`src/rtl/rect_reader_pkg.sv`:
```
// Shared constants and FSM encoding for the rectangle reader.
package rect_reader_pkg;
    localparam int COORD_W      = 8;
    localparam int COLOR_W_DEF  = 3;
    localparam int BG_COLOR_DEF = 0;

    typedef enum logic [1:0] {
        IDLE,
        EMPTY,
        SCAN,
        DRAIN
    } state_e;
endpackage

```
`src/rtl/rect_reader_if.sv`:
```
// Request, framebuffer-read and pixel-stream signals of the rectangle reader.
interface rect_reader_if
    import rect_reader_pkg::*;
#(
    parameter int COLOR_W = COLOR_W_DEF
) ();
    logic               start;
    logic [COORD_W-1:0] start_x;
    logic [COORD_W-1:0] start_y;
    logic [COORD_W-1:0] width;
    logic [COORD_W-1:0] height;
    logic               rd_en;
    logic [COORD_W-1:0] rd_x;
    logic [COORD_W-1:0] rd_y;
    logic [COLOR_W-1:0] rd_data;
    logic               pix_valid;
    logic               pix_ready;
    logic [COLOR_W-1:0] pix_data;
    logic [COORD_W-1:0] pix_x;
    logic [COORD_W-1:0] pix_y;
    logic               pix_last;
    logic               busy;
    logic               done;
    logic               hit;

    modport slave (
        input  start, start_x, start_y, width, height, rd_data, pix_ready,
        output rd_en, rd_x, rd_y, pix_valid, pix_data, pix_x, pix_y, pix_last,
               busy, done, hit
    );

    modport master (
        output start, start_x, start_y, width, height, rd_data, pix_ready,
        input  rd_en, rd_x, rd_y, pix_valid, pix_data, pix_x, pix_y, pix_last,
               busy, done, hit
    );
endinterface

```
`src/rtl/rect_reader_fifo.sv`:
```
// Two-entry FIFO holding returned pixels; count feeds the read-credit check.
module rect_reader_fifo #(
    parameter int W = 8
) (
    input  logic         clk,
    input  logic         rst,
    input  logic         push_i,
    input  logic [W-1:0] data_i,
    input  logic         pop_i,
    output logic [W-1:0] data_o,
    output logic [1:0]   count_o
);
    logic [W-1:0] mem_q [2];
    logic         wp_q;
    logic         rp_q;
    logic [1:0]   cnt_q;

    always_ff @(posedge clk or posedge rst) begin
        if (rst) begin
            for (int i = 0; i < 2; i++) mem_q[i] <= '0;
            wp_q  <= 1'b0;
            rp_q  <= 1'b0;
            cnt_q <= 2'd0;
        end else begin
            if (push_i) begin
                mem_q[wp_q] <= data_i;
                wp_q        <= ~wp_q;
            end
            if (pop_i) rp_q <= ~rp_q;
            cnt_q <= cnt_q + {1'b0, push_i} - {1'b0, pop_i};
        end
    end

    assign data_o  = mem_q[rp_q];
    assign count_o = cnt_q;
endmodule

```
`src/rtl/rect_reader.sv`:
```
// Raster-scans a rectangle, reads the framebuffer and streams pixels out,
// flagging any pixel that differs from the background colour.
module rect_reader
    import rect_reader_pkg::*;
#(
    parameter int COLOR_W  = COLOR_W_DEF,
    parameter int BG_COLOR = BG_COLOR_DEF
) (
    input  logic          clk,
    input  logic          reset,
    rect_reader_if.slave  bus
);
    localparam int FW = 2 * COORD_W + 1 + COLOR_W;
    typedef logic [COORD_W-1:0] coord_t;

    state_e state_q, state_d;
    coord_t sx_q, sx_d, sy_q, sy_d, w_q, w_d, h_q, h_d;
    coord_t dx_q, dx_d, dy_q, dy_d;
    coord_t rd_x_q, rd_x_d, rd_y_q, rd_y_d;
    logic   rd_en_q, rd_en_d, rd_last_q, rd_last_d;
    logic   busy_q, busy_d, done_q, done_d, hit_q, hit_d;

    // Read-return stage: aligned with rd_data one cycle after rd_en
    logic   vld1_q, last1_q;
    coord_t x1_q, y1_q;

    logic [FW-1:0]      head;
    logic [1:0]         fifo_cnt;
    coord_t             hx, hy;
    logic               hlast;
    logic [COLOR_W-1:0] hcol;
    logic               pix_valid, pop, can_issue, last_rd;
    logic [2:0]         outstanding;

    rect_reader_fifo #(.W(FW)) u_fifo (
        .clk     (clk),
        .rst     (reset),
        .push_i  (vld1_q),
        .data_i  ({x1_q, y1_q, last1_q, bus.rd_data}),
        .pop_i   (pop),
        .data_o  (head),
        .count_o (fifo_cnt)
    );

    assign {hx, hy, hlast, hcol} = head;
    assign pix_valid   = (fifo_cnt != 2'd0);
    assign pop         = pix_valid & bus.pix_ready;
    // Every issued read already owns a FIFO slot, so a push never meets a full FIFO
    assign outstanding = 3'(fifo_cnt) + 3'(rd_en_q) + 3'(vld1_q);
    assign can_issue   = (state_q == SCAN) && (outstanding < 3'd2);
    assign last_rd     = (dx_q == w_q - 8'd1) && (dy_q == h_q - 8'd1);

    always_comb begin
        state_d   = state_q;
        sx_d      = sx_q;
        sy_d      = sy_q;
        w_d       = w_q;
        h_d       = h_q;
        dx_d      = dx_q;
        dy_d      = dy_q;
        rd_en_d   = 1'b0;
        rd_x_d    = rd_x_q;
        rd_y_d    = rd_y_q;
        rd_last_d = 1'b0;
        busy_d    = busy_q;
        done_d    = 1'b0;
        hit_d     = hit_q;
        if (vld1_q && (bus.rd_data != COLOR_W'(BG_COLOR))) hit_d = 1'b1;
        case (state_q)
            IDLE: begin
                if (bus.start) begin
                    sx_d    = bus.start_x;
                    sy_d    = bus.start_y;
                    w_d     = bus.width;
                    h_d     = bus.height;
                    dx_d    = '0;
                    dy_d    = '0;
                    hit_d   = 1'b0;
                    busy_d  = 1'b1;
                    state_d = (bus.width == '0 || bus.height == '0) ? EMPTY : SCAN;
                end
            end
            EMPTY: begin
                done_d  = 1'b1;
                busy_d  = 1'b0;
                state_d = IDLE;
            end
            SCAN: begin
                if (can_issue) begin
                    rd_en_d   = 1'b1;
                    rd_x_d    = sx_q + dx_q;
                    rd_y_d    = sy_q + dy_q;
                    rd_last_d = last_rd;
                    if (last_rd) begin
                        state_d = DRAIN;
                    end else if (dx_q == w_q - 8'd1) begin
                        dx_d = '0;
                        dy_d = dy_q + 8'd1;
                    end else begin
                        dx_d = dx_q + 8'd1;
                    end
                end
            end
            DRAIN: begin
                // Stay one extra cycle so done is seen with busy still high
                if (done_q) begin
                    busy_d  = 1'b0;
                    state_d = IDLE;
                end else if (pop && hlast) begin
                    done_d = 1'b1;
                end
            end
            default: state_d = IDLE;
        endcase
    end

    always_ff @(posedge clk or posedge reset) begin
        if (reset) begin
            state_q   <= IDLE;
            sx_q      <= '0;
            sy_q      <= '0;
            w_q       <= '0;
            h_q       <= '0;
            dx_q      <= '0;
            dy_q      <= '0;
            rd_en_q   <= 1'b0;
            rd_x_q    <= '0;
            rd_y_q    <= '0;
            rd_last_q <= 1'b0;
            busy_q    <= 1'b0;
            done_q    <= 1'b0;
            hit_q     <= 1'b0;
            vld1_q    <= 1'b0;
            x1_q      <= '0;
            y1_q      <= '0;
            last1_q   <= 1'b0;
        end else begin
            state_q   <= state_d;
            sx_q      <= sx_d;
            sy_q      <= sy_d;
            w_q       <= w_d;
            h_q       <= h_d;
            dx_q      <= dx_d;
            dy_q      <= dy_d;
            rd_en_q   <= rd_en_d;
            rd_x_q    <= rd_x_d;
            rd_y_q    <= rd_y_d;
            rd_last_q <= rd_last_d;
            busy_q    <= busy_d;
            done_q    <= done_d;
            hit_q     <= hit_d;
            vld1_q    <= rd_en_q;
            x1_q      <= rd_x_q;
            y1_q      <= rd_y_q;
            last1_q   <= rd_last_q;
        end
    end

    assign bus.rd_en     = rd_en_q;
    assign bus.rd_x      = rd_x_q;
    assign bus.rd_y      = rd_y_q;
    assign bus.pix_valid = pix_valid;
    assign bus.pix_data  = hcol;
    assign bus.pix_x     = hx;
    assign bus.pix_y     = hy;
    assign bus.pix_last  = hlast & pix_valid;
    assign bus.busy      = busy_q;
    assign bus.done      = done_q;
    assign bus.hit       = hit_q;
endmodule

```
`src/flat_wrapper.sv`:
```
// flat-port wrapper written by rule: the top's interface ports become plain ports
module rect_reader_flat import rect_reader_pkg::*;
#(
    parameter int COLOR_W  = COLOR_W_DEF,
    parameter int BG_COLOR = BG_COLOR_DEF
)
  (clk, reset, bus_start, bus_start_x, bus_start_y, bus_width, bus_height, bus_rd_data, bus_pix_ready, bus_rd_en, bus_rd_x, bus_rd_y, bus_pix_valid, bus_pix_data, bus_pix_x, bus_pix_y, bus_pix_last, bus_busy, bus_done, bus_hit);
  rect_reader_if #(.COLOR_W(COLOR_W)) bus_i ();
  input  logic clk;
  input  logic reset;
  input wire logic [$bits(bus_i.start)-1:0] bus_start;
  input wire logic [$bits(bus_i.start_x)-1:0] bus_start_x;
  input wire logic [$bits(bus_i.start_y)-1:0] bus_start_y;
  input wire logic [$bits(bus_i.width)-1:0] bus_width;
  input wire logic [$bits(bus_i.height)-1:0] bus_height;
  input wire logic [$bits(bus_i.rd_data)-1:0] bus_rd_data;
  input wire logic [$bits(bus_i.pix_ready)-1:0] bus_pix_ready;
  output wire logic [$bits(bus_i.rd_en)-1:0] bus_rd_en;
  output wire logic [$bits(bus_i.rd_x)-1:0] bus_rd_x;
  output wire logic [$bits(bus_i.rd_y)-1:0] bus_rd_y;
  output wire logic [$bits(bus_i.pix_valid)-1:0] bus_pix_valid;
  output wire logic [$bits(bus_i.pix_data)-1:0] bus_pix_data;
  output wire logic [$bits(bus_i.pix_x)-1:0] bus_pix_x;
  output wire logic [$bits(bus_i.pix_y)-1:0] bus_pix_y;
  output wire logic [$bits(bus_i.pix_last)-1:0] bus_pix_last;
  output wire logic [$bits(bus_i.busy)-1:0] bus_busy;
  output wire logic [$bits(bus_i.done)-1:0] bus_done;
  output wire logic [$bits(bus_i.hit)-1:0] bus_hit;
  assign bus_i.start = bus_start;
  assign bus_i.start_x = bus_start_x;
  assign bus_i.start_y = bus_start_y;
  assign bus_i.width = bus_width;
  assign bus_i.height = bus_height;
  assign bus_i.rd_data = bus_rd_data;
  assign bus_i.pix_ready = bus_pix_ready;
  assign bus_rd_en = bus_i.rd_en;
  assign bus_rd_x = bus_i.rd_x;
  assign bus_rd_y = bus_i.rd_y;
  assign bus_pix_valid = bus_i.pix_valid;
  assign bus_pix_data = bus_i.pix_data;
  assign bus_pix_x = bus_i.pix_x;
  assign bus_pix_y = bus_i.pix_y;
  assign bus_pix_last = bus_i.pix_last;
  assign bus_busy = bus_i.busy;
  assign bus_done = bus_i.done;
  assign bus_hit = bus_i.hit;
  rect_reader #(.COLOR_W(COLOR_W), .BG_COLOR(BG_COLOR)) u_core (.clk(clk), .reset(reset), .bus(bus_i));
endmodule
```
`config.mk`:
```
export PLATFORM = sky130hd
export DESIGN_NAME = rect_reader_flat
export DESIGN_NICKNAME = d
export VERILOG_FILES = /design/src/rtl/rect_reader_pkg.sv /design/src/rtl/rect_reader_if.sv /design/src/rtl/rect_reader_fifo.sv /design/src/rtl/rect_reader.sv /design/src/flat_wrapper.sv
export SDC_FILE = /design/constraint.sdc
export NUM_CORES = 1
export LEC_CHECK = 0
export ABC_CLOCK_PERIOD_IN_PS = 11600
export CAP_MARGIN = 20
export CORE_UTILIZATION = 55
export CTS_CLUSTER_DIAMETER = 200
export DETAILED_ROUTE_END_ITERATION = 12
export PLACE_DENSITY_LB_ADDON = 0.12
export SYNTH_ARGS = -nofsm -noshare
export SYNTH_HDL_FRONTEND = slang
export SYNTH_SLANG_ARGS = --single-unit
```
`constraint.sdc`:
```
create_clock -name clk -period 11.6 [get_ports clk]
set_clock_uncertainty 0.1 [all_clocks]
set_input_delay 1.16 -clock clk [delete_from_list [all_inputs] [get_ports clk]]
set_output_delay 1.16 -clock clk [all_outputs]
set_load 0.01 [all_outputs]
```
Run 1, signal wires on met1:
(3 px per um) Supply wires on this layer in gray.
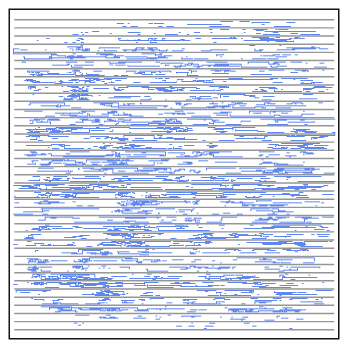
The wires run mostly horizontal. The longest straight run is 25.8 um. The layer carries 5900 um of wire. The layer holds 44% of the routed length.
total routed wirelength: 13300 um
met1 GRT Util: 30.9%
routed vias: 4535

Run 1, met2 routing:
(2 px per um)
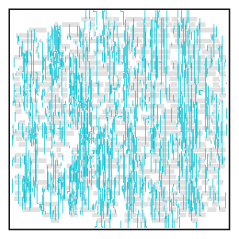
The longest straight run is 40.3 um. 633 nets have wire on it. The layer carries 6680 um of wire.
met2 usage: 43.3%

==> flow_summary.toml, run 1 <==
# generated from flow reports
[outcome]
status = "completed"

[finish]
layout_top_cells = "dfrtp_1 (133), nand2_1 (126), clkdlybuf4s50_1 (79), mux2_2 (59), o21ai_0 (38)"
nFillCells = 821
seq_share_pct = 42.3
mi_logic_area_mm2 = 0.00282
largest-register = "u_core.u_fifo.mem_q"
final_cell_area_mm2 = 0.00786
seq_cell_count = 133
num-nets-final = 733
fin_cells = 824
largestClassByArea = "registers"
areaGrowthSynthToFinish_pct = 24.1
inverters = 26
drive_gt1_share_pct = 15.2

[critical_path]
critPathMaxFanout = 21
r2r_start = "u_core.vld1_q$_DFF_PP0_"
setup.worst_path.start = "u_core.u_fifo.rp_q$_DFFE_PP0P_"
slowest_delay_ns = 0.95
critPathRequiredTime_ns = 10.34
crit_cells = 3
worst_ep_arrival_time_ns = 2.37
r2r-end = "u_core.dx_q[3]$_DFFE_PP0P_"
r2r_cells = 7
crit_family = "flip-flops"
cp-end-kind = "output pin"

[synthesis]
area_leaders = "dfrtp_1 (53%), mux2_2 (10%), nand2_1 (7.5%)"
synth.logic.top_family = "simple AND/OR/NAND/NOR gates"
yosys.area_share.simple_pct = 14.5
synth-warning-count = 0
numSynthFlops = 133
fp_nets = 654
yosysTopAreaCellShare_pct = 52.5
ys_types = 59
ys_top_cells_by_count = "dfrtp_1 (133), nand2_1 (126), mux2_2 (59), o21ai_0 (38), inv_1 (25)"
aoi_share_pct = 8.51
synth.area.mux_share_pct = 11.1

[grt]
grt_max_degree = 80
busiest_layer = "met2"

[clock_network]
cts-htree-levels = 4
cts_sinks = 133
path_clk_slew_ns = 0.06
hold_buffers = 0

[pwr]
comb-power_mw = 0.106
combPwrFrac_pct = 9.0
pg_seq_mw = 0.504
p_int_mw = 0.902
total_leakage_power_nw = 3.76
netSwitchingFraction_pct = 23.2
p_switching_mw = 0.272
vdd.ir_drop.worst_uv = 104
clk-power_mw = 0.565

[timing]
hold_viol = 0
relSlewSlack_pct = 31.3
period_used_pct = 31.3
timing.fmax_mhz = 276
worstMarginPinSlew_ns = 1.03
setup_viol = 0
drv_slew = 0

[routing]
met1_length_um = 5900
wl_met2_um = 6680
drc = 0

[hold_path]
hold_path_depth = 0
min_to = "u_core.last1_q$_DFF_PP0_"

[die]
n_tap_cell = 140
row_count = 38
chipArea_mm2 = 0.0120
initCoreUtil_pct = 57.4
Run 1, met3 routing:
(3 px per um)
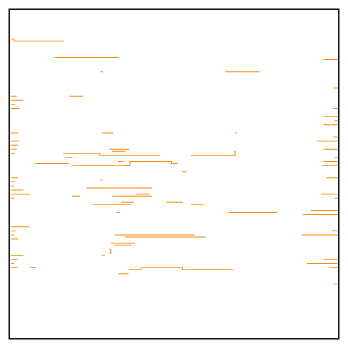
The wires run mostly horizontal. The longest straight run is 26.7 um. The layer carries 514 um of wire.
grt met3 use: 5.16%

Run 1, signal wires on met4:
(3 px per um) Supply wires on this layer in gray.
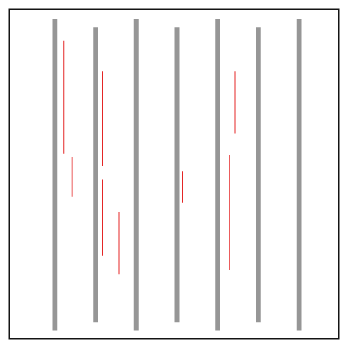
5 nets have wire on it. The wires run mostly vertical.

Run 1, cell outlines without signal wires:
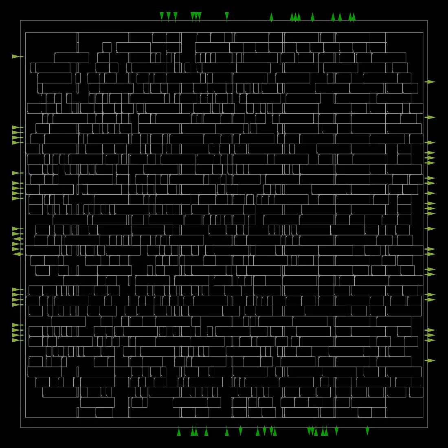

==> run 2: changes to the inputs <==
--- a/config.mk
+++ b/config.mk
@@ -5,9 +5,9 @@
 export SDC_FILE = /design/constraint.sdc
 export NUM_CORES = 1
 export LEC_CHECK = 0
-export ABC_CLOCK_PERIOD_IN_PS = 11600
+export ABC_CLOCK_PERIOD_IN_PS = 3100
 export CAP_MARGIN = 20
-export CORE_UTILIZATION = 55
+export CORE_UTILIZATION = 50
 export CTS_CLUSTER_DIAMETER = 200
 export DETAILED_ROUTE_END_ITERATION = 12
 export PLACE_DENSITY_LB_ADDON = 0.12
==> constraint.sdc (replaced) <==
create_clock -name clk -period 3.1 [get_ports clk]
set_clock_uncertainty 0.1 [all_clocks]
set_input_delay 0.31 -clock clk [delete_from_list [all_inputs] [get_ports clk]]
set_output_delay 0.31 -clock clk [all_outputs]
set_load 0.01 [all_outputs]
Run 2, cell outlines without signal wires:
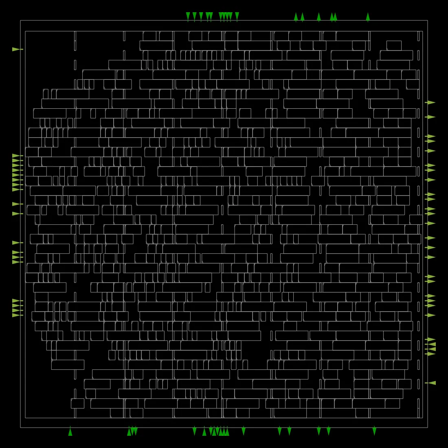
FP Rows: 40
Non-Filler Instances: 855
registers: 133
CORE AREA: 0.0122 mm2
final design utilization: 65.4%

Run 2, signal wires on met4:
(3 px per um) Supply wires on this layer in gray.
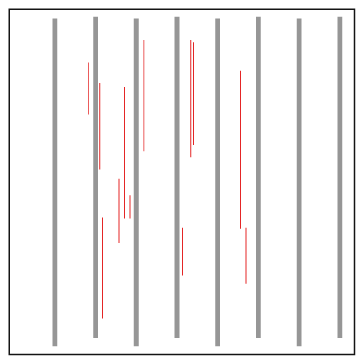
The layer carries 347 um of wire. The longest straight run is 52.4 um. The wires run mostly vertical. The layer holds 2.7% of the routed length.
routed vias: 4502
total routed wirelength: 12800 um

==> run 2 against run 1 <==
Effect of this change: combinational power went up to 4.3 times the previous value; via count is 0.73% lower; flip-flop count stayed put; non-clock buffer count is 4 higher; final area is 1.1% higher; sequential power went up to 3.7 times the previous value; largest cell class unchanged; synthesized cell count stayed put; core utilization is 5.9 points lower; critical path depth is 7 higher; final cell count is 3.8% higher; sequential share of layout area is 0.47 points lower.
==> flow_summary.toml, run 2 <==
# generated from flow reports
[routing]
top_layer = "met4"
drc = 0
vias_per_cell = 5.27
dr.pass1.iters = 5
met3WireLength_um = 397
dr.first_iter.drc_count = 255
met1_length_um = 5740
wl_met2_um = 6300
wl_per_cell_um = 14.9

[finish]
largestClassByArea = "registers"
diodes = 0
mi_logic_area_mm2 = 0.00282
nFillCells = 949
nNonClkBuffers = 86
largest_reg_flops = 40
areaGrowthSynthToFinish_pct = 25.5
largest-register = "u_core.u_fifo.mem_q"
final-clk-cell-share_pct = 7.85
layout_top_cells = "dfrtp_1 (133), nand2_1 (126), clkdlybuf4s50_1 (79), mux2_2 (59), o21ai_0 (38)"
clockBufferCount = 22
inverters = 26
final_cell_area_mm2 = 0.00795
logic_gate_count = 411
drive_gt1_share_pct = 15.6
num-nets-final = 737
seq_share_pct = 41.9
buf_share_pct = 10.9
register_area_mm2 = 0.00333
comb_share_pct = 35.4

[synthesis]
numSynthFlops = 133
syn_area_mm2 = 0.00633
synth-warning-count = 0
yosysTopAreaCellShare_pct = 52.5
synth.most_common_cell = "dfrtp_1"
synth.logic.top_family = "simple AND/OR/NAND/NOR gates"
ys_top_cells_by_count = "dfrtp_1 (133), nand2_1 (126), mux2_2 (59), o21ai_0 (38), inv_1 (25)"
ys_types = 59
synth.area.mux_share_pct = 11.1
edf_count = 0
yosys.stat.seqShare_pct = 52.5
ys_cells = 592
area_leaders = "dfrtp_1 (53%), mux2_2 (10%), nand2_1 (7.5%)"
yosys.area_share.simple_pct = 14.5
aoi_share_pct = 8.51
synth-area-yosys_mm2 = 0.00633
fp_nets = 654
post_synth.cell_area_avg_um2 = 10.7

[clock_network]
clockBufferDepth = 2
cts_buffers = 17
clock_latency_ns = 0.41
cts-htree-levels = 4
cts_sinks = 133
hold_buffers = 0
tritoncts = "yes"
cts_setup_buffers = 0
path_clk_slew_ns = 0.06

[critical_path]
worst_ep_arrival_time_ns = 3.07
critPathMaxFanout = 14
crit_top_cell = "a21oi_1"
cp-end-kind = "flip-flop"
crit_path_start_kind = "flip-flop"
r2r_start = "u_core.h_q[0]$_DFFE_PP0P_"
r2r_cells = 10
cp_cell_sequence = "inv_1, ha_1, nor3b_2, a21oi_1, nor4b_1, o211a_1, o2111ai_2, a21oi_2, o21ai_0, a21oi_1"
r2r-end = "u_core.dx_q[6]$_DFFE_PP0P_"
slowest_delay_ns = 0.49
reg2reg_slack_ns = 0.26
path_class = "flip-flop to flip-flop"
setup.worst_path.start = "u_core.h_q[0]$_DFFE_PP0P_"
crit_family = "AND-OR/OR-AND gates"
endpoint = "u_core.dx_q[6]$_DFFE_PP0P_"
crit_cells = 10
critPathRequiredTime_ns = 3.33

[place]
place_inst = 824
placedInstanceArea_mm2 = 0.00733
dp_slack_ns = 0.321
place_congestion = 0.882

[grt]
grt_max_degree = 56
grt_pass1_wl_um = 21800
busiest_layer = "met2"
grt.total_usage_pct = 21.6
use_met3_pct = 4.29
globalRouteOverflowTotal = 0
grt_util_met1_pct = 27.0
grtUsageMet2_pct = 36.1

[pwr]
combPwrFrac_pct = 10.5
power_mw = 4.41
p_switching_mw = 0.987
comb-power_mw = 0.461
powerDensity_mw_per_mm2 = 555
netSwitchingFraction_pct = 22.4
vdd.ir_drop.worst_uv = 271
pg_seq_mw = 1.84
clk-power_mw = 2.11
total_leakage_power_nw = 3.79
p_int_mw = 3.42

[outcome]
status = "completed"

[job]
maxCapViolCount = 0

[die]
n_tap_cell = 168
die_x_um = 115
chipArea_mm2 = 0.0131
ios = 80
initCoreUtil_pct = 52.1
die_y_um = 115

[timing]
drv_slew = 0
relSlewSlack_pct = 36.5
setup_viol = 0
timing.fmax_mhz = 352
finalCriticalPeriod_ns = 2.84
period_used_pct = 91.7
hold_viol = 0
worstMarginPinSlew_ns = 0.950
tns_ns = 0
rsz0062_at_grt = "false"

[hold_path]
hold_path_startpoint = "u_core.rd_last_q$_DFF_PP0_"
min_to = "u_core.last1_q$_DFF_PP0_"
hold_path_depth = 0
hp-class = "flip-flop to flip-flop"
Power is estimated from default activity; no workload was simulated.
